==> config.mk <==
export PLATFORM = sky130hd
export DESIGN_NAME = fir_tap_bank
export DESIGN_NICKNAME = d
export VERILOG_FILES = /design/src/rtl/fir_tap_bank.sv
export SDC_FILE = /design/constraint.sdc
export NUM_CORES = 1
export LEC_CHECK = 0
export ABC_AREA = 1
export CORE_MARGIN = 10
export CORE_UTILIZATION = 50
export DETAILED_ROUTE_END_ITERATION = 16
export GPL_TIMING_DRIVEN = 0
export PLACE_DENSITY = 0.65
export RECOVER_POWER = 50
export SETUP_SLACK_MARGIN = 0.5
export SYNTH_ARGS = -nofsm -noshare
export SYNTH_HDL_FRONTEND = slang
export SYNTH_SLANG_ARGS = --single-unit
==> constraint.sdc <==
create_clock -name clk -period 16.8 [get_ports clk]
set_input_delay 5.04 -clock clk [delete_from_list [all_inputs] [get_ports clk]]
set_output_delay 5.04 -clock clk [all_outputs]
set_load 0.01 [all_outputs]
==> src/rtl/fir_tap_bank.sv <==
// fir_tap_bank: sample delay line with a shadow copy that is read out one
// tap per cycle after a load strobe. Samples pass through bit-exact.
module fir_tap_bank #(
   parameter int BITS_X = 16,
   parameter int TAPS   = 8
) (
   input  logic                     clk,
   input  logic                     rst,
   input  logic                     STM,
   input  logic                     LDX,
   input  logic [BITS_X-1:0]        DATTA,
   output logic [BITS_X-1:0]        tap_out,
   output logic [$clog2(TAPS)-1:0]  tap_idx,
   output logic                     tap_valid,
   output logic                     busy,
   output logic                     done,
   output logic                     overrun
);

   localparam int IW = $clog2(TAPS);
   localparam logic [IW-1:0] LAST_IDX = IW'(TAPS - 1);

   typedef enum logic {IDLE = 1'b0, READ = 1'b1} state_t;

   state_t            state;
   logic [IW-1:0]     cnt;
   logic [BITS_X-1:0] stage  [TAPS];
   logic [BITS_X-1:0] shadow [TAPS];
   logic              load;

   // A load is only accepted from IDLE; a strobe during READ is flagged instead.
   assign load = (state == IDLE) && LDX;

   // Delay line: shifts on every strobe regardless of readout state.
   always_ff @(posedge clk) begin
      if (rst) begin
         for (int i = 0; i < TAPS; i++) stage[i] <= '0;
      end else if (STM) begin
         stage[0] <= DATTA;
         for (int i = 1; i < TAPS; i++) stage[i] <= stage[i-1];
      end
   end

   // Shadow bank: snapshots the pre-shift delay line when a load is accepted.
   always_ff @(posedge clk) begin
      if (rst) begin
         for (int i = 0; i < TAPS; i++) shadow[i] <= '0;
      end else if (load) begin
         for (int i = 0; i < TAPS; i++) shadow[i] <= stage[i];
      end
   end

   // Readout FSM: index counter, state and sticky overrun flag.
   always_ff @(posedge clk) begin
      if (rst) begin
         state   <= IDLE;
         cnt     <= '0;
         overrun <= 1'b0;
      end else begin
         case (state)
            IDLE: begin
               cnt <= '0;
               if (LDX) state <= READ;
            end
            READ: begin
               if (LDX) overrun <= 1'b1;
               if (cnt == LAST_IDX) begin
                  cnt   <= '0;
                  state <= IDLE;
               end else begin
                  cnt <= cnt + 1'b1;
               end
            end
            default: begin
               state <= IDLE;
               cnt   <= '0;
            end
         endcase
      end
   end

   // Counter rests at zero in IDLE, so the output mux needs no state gating.
   assign tap_valid = (state == READ);
   assign busy      = tap_valid;
   assign tap_idx   = cnt;
   assign tap_out   = shadow[cnt];
   assign done      = (state == READ) && (cnt == LAST_IDX);

endmodule

Fig. 1: run 1, power grid
Bar = 50 um. Pins as bars on the die edge.
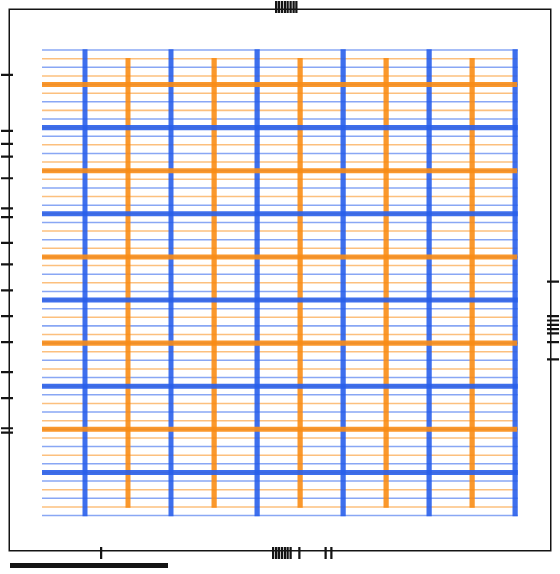
Orange stands for VDD. Blue stands for VSS.
10 straps on met5. The core has 54 rows. 11 straps on met4.
worst voltage drop across the vdd grid: 0.0000789 V
y dimension of the die: 170 um
Core Region: 22000 um^2

Fig. 2: run 1, cells colored by class
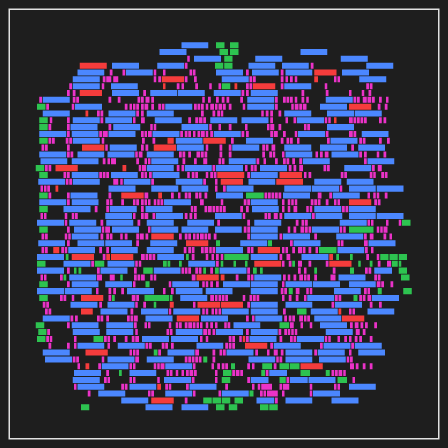
Green stands for remaining buffers and delay cells, cells 98, share of their area 6.5%. Magenta stands for remaining logic cells, cells 807, share of their area 25%. Blue stands for sequential cells, cells 261, share of their area 61%. Red stands for clock drivers and dummy loads, cells 52, share of their area 7.4%.
register share of the cell area: 59.6%
post-route cell area: 13100 um^2
core utilization of the finished layout: 59.3%
Core Rows: 54

Fig. 3: run 1, clock network drawn from the DEF
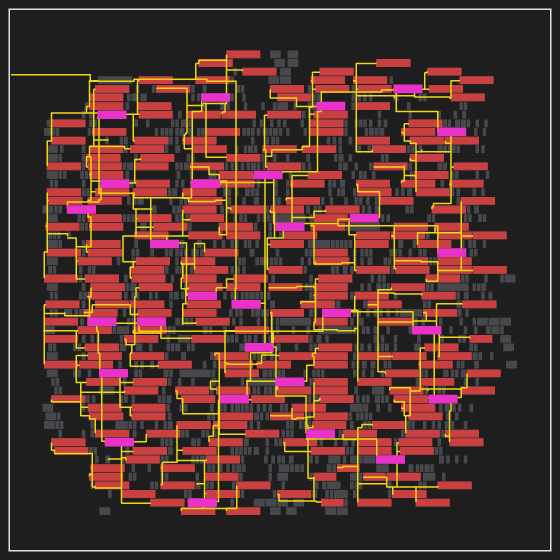
Magenta stands for clock-net drivers, count 28. Yellow stands for clock wires, length 3030 um. Red stands for flip-flops, count 261.
There are 29 routed clock nets. Position of the flops: spread over the die.
worst skew pair latency: 0.54 ns
Final Skew: 0.0121 ns
clock group power: 624 uW
power share of the clock group: 40.6%

[run 1: kinds of logic after synthesis]
group | after synthesis | synth area share, %
DFF | 261 | 68.9
buffers and inverters | 330 | 12.5
and+or+nand+nor | 523 | 18.3
AOI/OAI and AO/OA | 2 | 0.0884
adders and majority gates | 2 | 0.221
[run 1: per-stage QoR]
stage,utilization [%],instances
3_5_place_dp,55.6,1446
5_1_grt,59.3,1498
3_3_place_gp,54.8,1439
4_1_cts,59.9,1498
6_report,59.3,1498
2_1_floorplan,-,1118
[run 1: flip-flops by register name, indices dropped and copies added, names as in the netlist]
signal,count
shadow,128
stage,128
tap_idx,3
busy,1
overrun,1
[run 1: metal layers]
metal	vias up	routed length [um]	GRT usage, %
li1	3547	-	-
met1	3021	9080	18.3
met2	142	10800	26.5
met3	36	990	2.20
met4	0	503	5.07
met5	-	0	0
[run 1: power groups by stage]
| stage | clock [mW] | combinational [mW] | sequential (mW) |
|---|---|---|---|
| after floorplan | 0 | 0.0850 | 0.799 |
| after global placement | 0 | 0.131 | 0.805 |
| after detailed placement | 0 | 0.140 | 0.793 |
| after CTS | 0.634 | 0.141 | 0.779 |
| after global routing | 0.659 | 0.152 | 0.784 |
| final | 0.624 | 0.135 | 0.780 |
[run 1: how the worst max path moves through the flow]
stage | cells after the start | from | end | slack (ns)
finish | 6 | LDX | shadow[1][8] | 8.86
global route | 6 | LDX | shadow[1][11] | 8.69
CTS | 8 | tap_idx[0] | tap_out[5] | 9.20
detailed placement | 8 | tap_idx[0] | tap_out[12] | 9.80
global placement | 3 | LDX | shadow[0][8] | -3.17
floorplan | 2 | LDX | shadow[0][0] | 1.99
==> GITHUB_STEP_SUMMARY, run 1 <==
## PnR job results

| Metric | Value |
|---|---|
| Sort of element at the start of the critical path | `input pin` |
| CP endpoint kind | `register` |
| Multi-input gates | `527` |
| Final Max Tran Viols | `72` |
| Count of warning messages emitted by the tools | `26` |
| H-tree levels | `1` |
| Layout clock area frac | `7.24%` |
| Total cell area at the placement stage | `12200 um^2` |
| Outcome | `finished, violations left` |
| Top fanout value on the critical path | `28` |
| Synthesized area per cell | `10.1 um^2` |
| Biggest area consumer among synthesized cells | `sky130_fd_sc_hd__edfxtp_1` |
| Endpoint arrival time on the critical path | `8.17 ns` |
| Total area of multi-input combinational cells | `2100 um^2` |
| Power Total | `1.54 mW` |
| Cell variety after synth | `19` |
| Synthesized netlist cell count | `1118` |
| Vias per cell | `4.50` |
| Number of max-cap violations | `3` |
| Sw Pwr | `343 uW` |
| Count of buffers inserted at the top-level ports | `41` |
| Total cell area reported by yosys after synthesis | `11300 um^2` |
| Half-perimeter wire length after placement | `14800 um` |
| Combinational group share of total power | `8.8%` |
| Failing checks | `capacitance limit, slew limit` |
| Setup repair after global routing missed its margin | `no` |
| Final WS setup | `8.86 ns` |
| Static leakage | `5.73 nW` |
| Wirelength, routed | `21400 um` |
| Endpoint of the worst-slack reg-to-reg timing path | `shadow[1][8]` |
| Series of cell instances along the critical path | `dlygate4sd3_1 -> inv_1 -> o21ai_0 -> clkbuf_1 -> buf_12 -> buf_12` |
--- run 2 (diff from run 1) ---
==> constraint.sdc (replaced) <==
create_clock -name clk -period 7.6 [get_ports clk]
set_input_delay 2.28 -clock clk [delete_from_list [all_inputs] [get_ports clk]]
set_output_delay 2.28 -clock clk [all_outputs]
set_load 0.01 [all_outputs]
Fig. 4: run 2, power grid
Bar = 50 um. Pins as bars on the die edge.
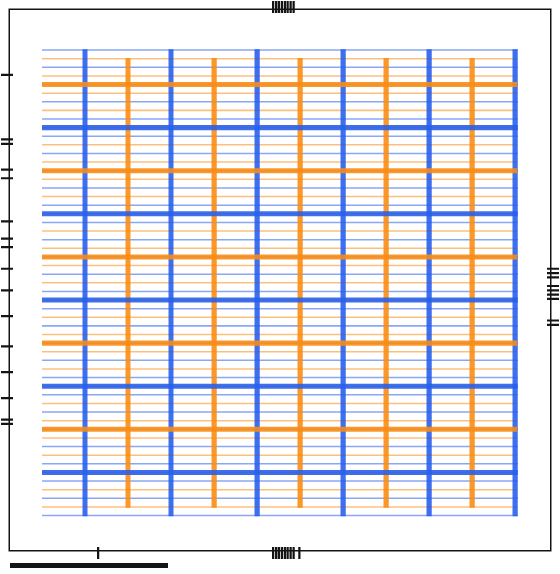
Orange stands for VDD. Blue stands for VSS.
11 straps on met4. 55 met1 rails follow the rows. 10 straps on met5. The core has 54 rows.
worst voltage drop across the vdd grid: 0.000184 V
overall die width: 170 um

Fig. 5: run 2, cells colored by class
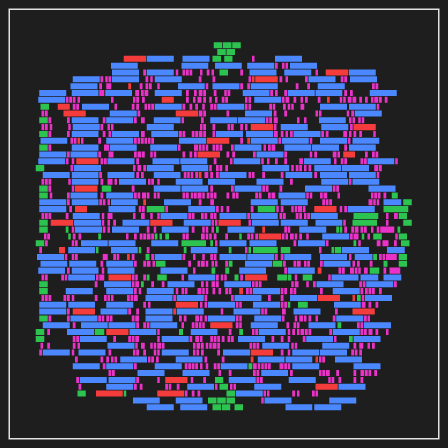
Green stands for remaining buffers and delay cells, cells 98, share of their area 6.9%. Magenta stands for remaining logic cells, cells 807, share of their area 25%. Red stands for clock drivers and dummy loads, cells 49, share of their area 6.8%. Blue stands for sequential cells, cells 261, share of their area 61%.
core utilization of the finished layout: 59.2%
register share of the cell area: 59.7%

Fig. 6: run 2, congestion heat map
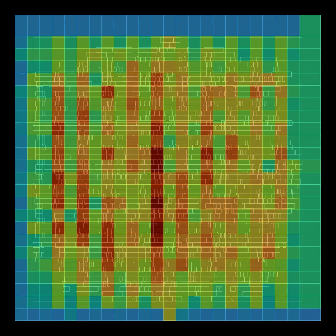
GRT Max-Usage Layer: met2
combined global-route utilization of all metal layers: 15.0%
met3 track utilization from global routing: 2.43%
global routing usage on met2: 26.7%
Avg WL per Cell: 14.3 um

==> GITHUB_STEP_SUMMARY, run 2 <==
## PnR job results

| Metric | Value |
|---|---|
| Synthesized netlist cell count | `1118 (unchanged)` |
| Type of the worst setup path | `register to output pin` |
| Outcome | `complete, no violations` |
| Count of buffers inserted at the top-level ports | `41 (unchanged)` |
| Static leakage | `5.70 nW (-0.48%)` |
| Biggest area consumer among synthesized cells | `sky130_fd_sc_hd__edfxtp_1` |
| Wirelength, routed | `21400 um (about the same)` |
| H-tree levels | `1 (unchanged)` |
| Share of cell area taken by muxes after synthesis | `0% (unchanged)` |
| Half-perimeter wire length after placement | `15000 um (+1.6%)` |
| Adder-cell area share of the yosys netlist | `0.221% (unchanged)` |
| Top library cells by usage in the layout, fill and taps aside | `sky130_fd_sc_hd__inv_1, sky130_fd_sc_hd__edfxtp_1, sky130_fd_sc_hd__nor2_1, sky130_fd_sc_hd__nand2_1, sky130_fd_sc_hd__nand3_1` |
| Total cell area reported by yosys after synthesis | `11300 um^2 (unchanged)` |
| Power Total | `3.30 mW (+110%)` |
| Post-route cell area | `13000 um^2 (-0.24%)` |
| Endpoint of the worst-slack reg-to-reg timing path | `shadow[0][9]` |
| Final Skew | `0.0100 ns (-0.00209 ns)` |
| Setup repair after global routing missed its margin | `no` |
| CP endpoint kind | `output pin` |
| Sort of element at the start of the critical path | `register` |
| Area share of and/or/nand/nor cells after synthesis | `18.3% (unchanged)` |
| Power share of the clock group | `38.6% (-2.0 points)` |
| Commonest cells post-synth | `sky130_fd_sc_hd__inv_1, sky130_fd_sc_hd__edfxtp_1, sky130_fd_sc_hd__nor2_1` |
| Worst skew pair latency | `0.53 ns (about the same)` |
| Highest-count logic cell in the final layout | `sky130_fd_sc_hd__inv_1` |
| Final non-filler cell total | `1495 (-0.20%)` |
| Xor/xnor share of the synthesized area | `0% (unchanged)` |
| Count of antenna diodes in the layout | `0` |
| Prevailing logic family in the synthesized netlist | `simple AND/OR/NAND/NOR gates` |
| Count of warning messages emitted by the tools | `26 (unchanged)` |
| Top fanout value on the critical path | `10 (-64%)` |
| Cell variety after synth | `19 (unchanged)` |
| Core Region | `22000 um^2 (unchanged)` |
| Vias per cell | `4.49 (-0.30%)` |
| Core Rows | `54 (unchanged)` |
| Reported sequential group power | `1.72 mW (+120%)` |
| Final Max Tran Viols | `0 (-100%)` |
| Count of placed standard cells including taps | `1446 (unchanged)` |
| Comb. pwr | `305 uW (+130%)` |
| Number of max-cap violations | `0 (-3)` |
| Sw Pwr | `736 uW (+110%)` |
| Endpoint arrival time on the critical path | `2.40 ns (-5.77 ns)` |
| Top contributor to total power | `registers` |
-- run 2: cell families after synthesis --
group,Yosys count
AND/OR/NAND/NOR,523
buffers and inverters,330
flip-flops,261
AND-OR/OR-AND,2
adder cells (fa/ha/maj),2
-- run 2: stage by stage --
step	setup TNS [ns]	utilization (%)	hold WS, ns	worst slack (ns)
2_1_floorplan	0	-	0.502	1.48
3_3_place_gp	-90.23	54.8	0.451	-0.719
3_5_place_dp	0	55.7	0.466	2.61
4_1_cts	0	59.6	0.482	2.88
5_1_grt	0	59.2	0.509	2.78
6_report	0	59.2	0.474	2.92
-- run 2: cell type report --
type                    count  area, um^2  share of cell area (%)
flip-flops and latches    261        7790                    59.7
well taps                 280         350                    2.69
clock inverters             7        85.1                   0.652
plain buffers              50         289                    2.22
clock buffers              42         772                    5.92
inverters                 280        1050                    8.07
repair buffers             48         588                    4.51
multi-input cells         527        2120                    16.2
-- run 2: worst max path at each step --
| stage | start | to | slack [ns] | cells after the start |
|---|---|---|---|---|
| 3_5_place_dp | LDX | shadow[1][1] | 2.61 | 8 |
| 4_1_cts | tap_idx[1] | tap_out[5] | 2.88 | 8 |
| 5_1_grt | tap_idx[0] | tap_out[12] | 2.78 | 8 |
| 2_1_floorplan | LDX | shadow[0][0] | 1.48 | 2 |
| 3_3_place_gp | LDX | shadow[0][9] | -0.72 | 3 |
| 6_report | tap_idx[1] | tap_out[4] | 2.92 | 8 |
-- run 2: worst max-delay path, delay by kind of cell (launching register included) --
kind | cells | cell delay (ns)
buffers and inverters | 4 | 1.20
AND/OR/NAND/NOR | 4 | 0.35
flip-flops | 1 | 0.32
-- run 2: metal layers --
layer	wire length [um]	track usage [%]	share of wire (%)
met1	9100	18.3	43
met2	10800	26.7	50
met3	1080	2.43	5.1
met4	422	4.73	2.0
met5	0	0	0
--- run 3 (diff from run 2) ---
==> constraint.sdc (replaced) <==
create_clock -name clk -period 4.45 [get_ports clk]
set_input_delay 1.335 -clock clk [delete_from_list [all_inputs] [get_ports clk]]
set_output_delay 1.335 -clock clk [all_outputs]
set_load 0.01 [all_outputs]
Fig. 7: run 3, congestion heat map
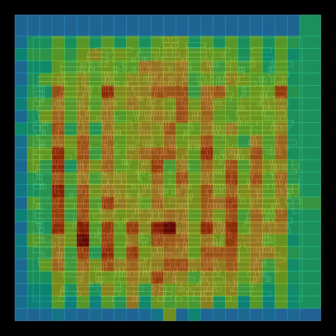
global routing usage on met2: 26.8%
combined global-route utilization of all metal layers: 15.1%
Avg WL per Cell: 14.4 um
met3 track utilization from global routing: 2.48%

Fig. 8: run 3, power grid
Bar = 50 um. Pins as bars on the die edge.
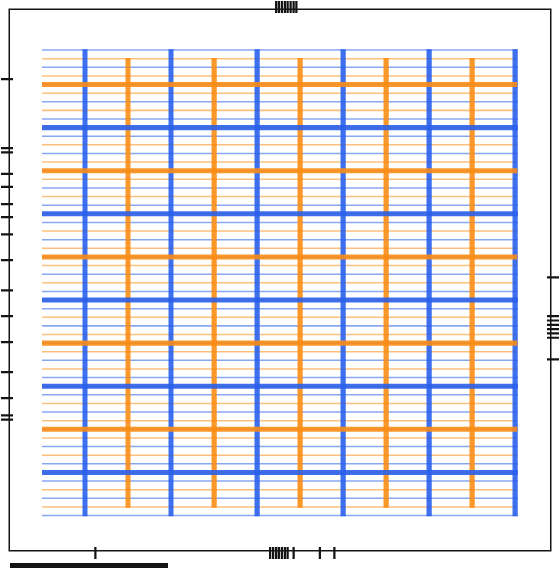
Blue stands for VSS. Orange stands for VDD.
43 signal pins sit on the boundary. 11 straps on met4.
worst voltage drop across the vdd grid: 0.000324 V

Fig. 9: run 3, metal layers overlaid
Bar = 50 um.
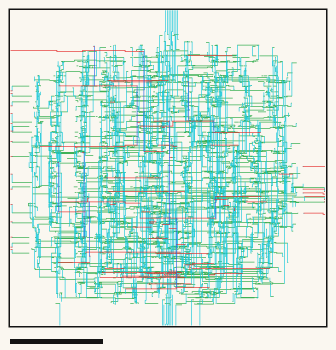
Cyan stands for M2, wire length 10900 um. Red stands for M3, wire length 1110 um. Blue stands for M4, wire length 340 um. Green stands for M1, wire length 9140 um.
routed vias: 6712
wirelength, routed: 21500 um

==> GITHUB_STEP_SUMMARY, run 3 <==
## PnR job results

| Metric | Value |
|---|---|
| Type of the worst setup path | `register to output pin` |
| Total area of multi-input combinational cells | `2120 um^2 (unchanged)` |
| Final non-filler cell total | `1492 (-0.20%)` |
| Inverters | `280 (unchanged)` |
| Endpoint arrival time on the critical path | `2.43 ns (+0.03 ns)` |
| Count of placed standard cells including taps | `1446 (unchanged)` |
| Critical Path End | `tap_out[1]` |
| Count of warning messages emitted by the tools | `26 (unchanged)` |
| Static leakage | `5.68 nW (-0.31%)` |
| Register share of the cell area | `59.9% (+0.19 points)` |
| Outcome | `complete, no violations` |
| Half-perimeter wire length after placement | `15000 um (-0.32%)` |
| Layout clock area frac | `6.41% (-0.16 points)` |
| Core Rows | `54 (unchanged)` |
| Cell variety after synth | `19 (unchanged)` |
| Endpoint of the worst-slack reg-to-reg timing path | `shadow[0][12]` |
| Setup repair after global routing missed its margin | `no` |
| Total area of sequential cells | `7790 um^2 (about the same)` |
| Sum of negative setup slack | `0 ns (unchanged)` |
| Synthesized netlist cell count | `1118 (unchanged)` |
| Commonest cells post-synth | `sky130_fd_sc_hd__inv_1, sky130_fd_sc_hd__edfxtp_1, sky130_fd_sc_hd__nor2_1` |
| Multi-input gates | `527 (unchanged)` |
| CLK BUF | `31 (-26%)` |
| Highest-count logic cell in the final layout | `sky130_fd_sc_hd__inv_1` |
| Count of antenna diodes in the layout | `0 (unchanged)` |
| Overall die width | `170 um (unchanged)` |
==> run 3: cell counts after synthesis <==
No cell type changed its count.
==> run 3: cell families (layout without fill, tap and decap cells) <==
group,Yosys count,count (layout),share of synthesized area (%)
AND-OR/OR-AND,2,2,0.0884
adder cells (fa/ha/maj),2,2,0.221
buffers and inverters,330,424,12.5
flip-flops,261,261,68.9
AND/OR/NAND/NOR,523,523,18.3
==> run 3: worst max-delay path, cell delays in order, from the launching register on <==
cell and delay (ns):
sky130_fd_sc_hd__dfxtp_1 0.32, sky130_fd_sc_hd__buf_2 0.18, sky130_fd_sc_hd__inv_1 0.27, sky130_fd_sc_hd__buf_6 0.22, sky130_fd_sc_hd__nand3_1 0.11, sky130_fd_sc_hd__nand2_1 0.08
sky130_fd_sc_hd__nand2_1 0.06, sky130_fd_sc_hd__nand2_1 0.11, sky130_fd_sc_hd__clkdlybuf4s50_1 0.55
==> run 3: layer usage <==
metal / vias up / wire length (um)
li1: 3537 / -
met1: 3011 / 9140
met2: 138 / 10900
met3: 26 / 1110
met4: 0 / 340
met5: - / 0
==> run 3: through the flow <==
step	power (mW)	setup slack [ns]	instance area [um^2]	hold slack (ns)	util [%]
floorplan	3.31	0.551	11300	0.502	-
global placement	3.50	-1.02	12100	0.451	54.9
detailed placement	3.52	0.788	12300	0.466	55.7
CTS	5.66	0.583	13100	0.483	59.5
global route	5.83	0.484	13000	0.531	59.0
finish	5.61	0.685	13000	0.478	59.0
==> run 3: where the power goes <==
part	switching (mW)	total, mW	internal, mW
registers	0.0468	2.94	2.90
clock network	0.880	2.15	1.27
logic	0.332	0.516	0.184
==> run 3: what timing repair did <==
item	CTS	global route
setup endpoints to repair	0	1
gates resized	0	1
endpoints found under the hold margin	0	0
No activity file was given, so power comes from the tool's default toggle rates.
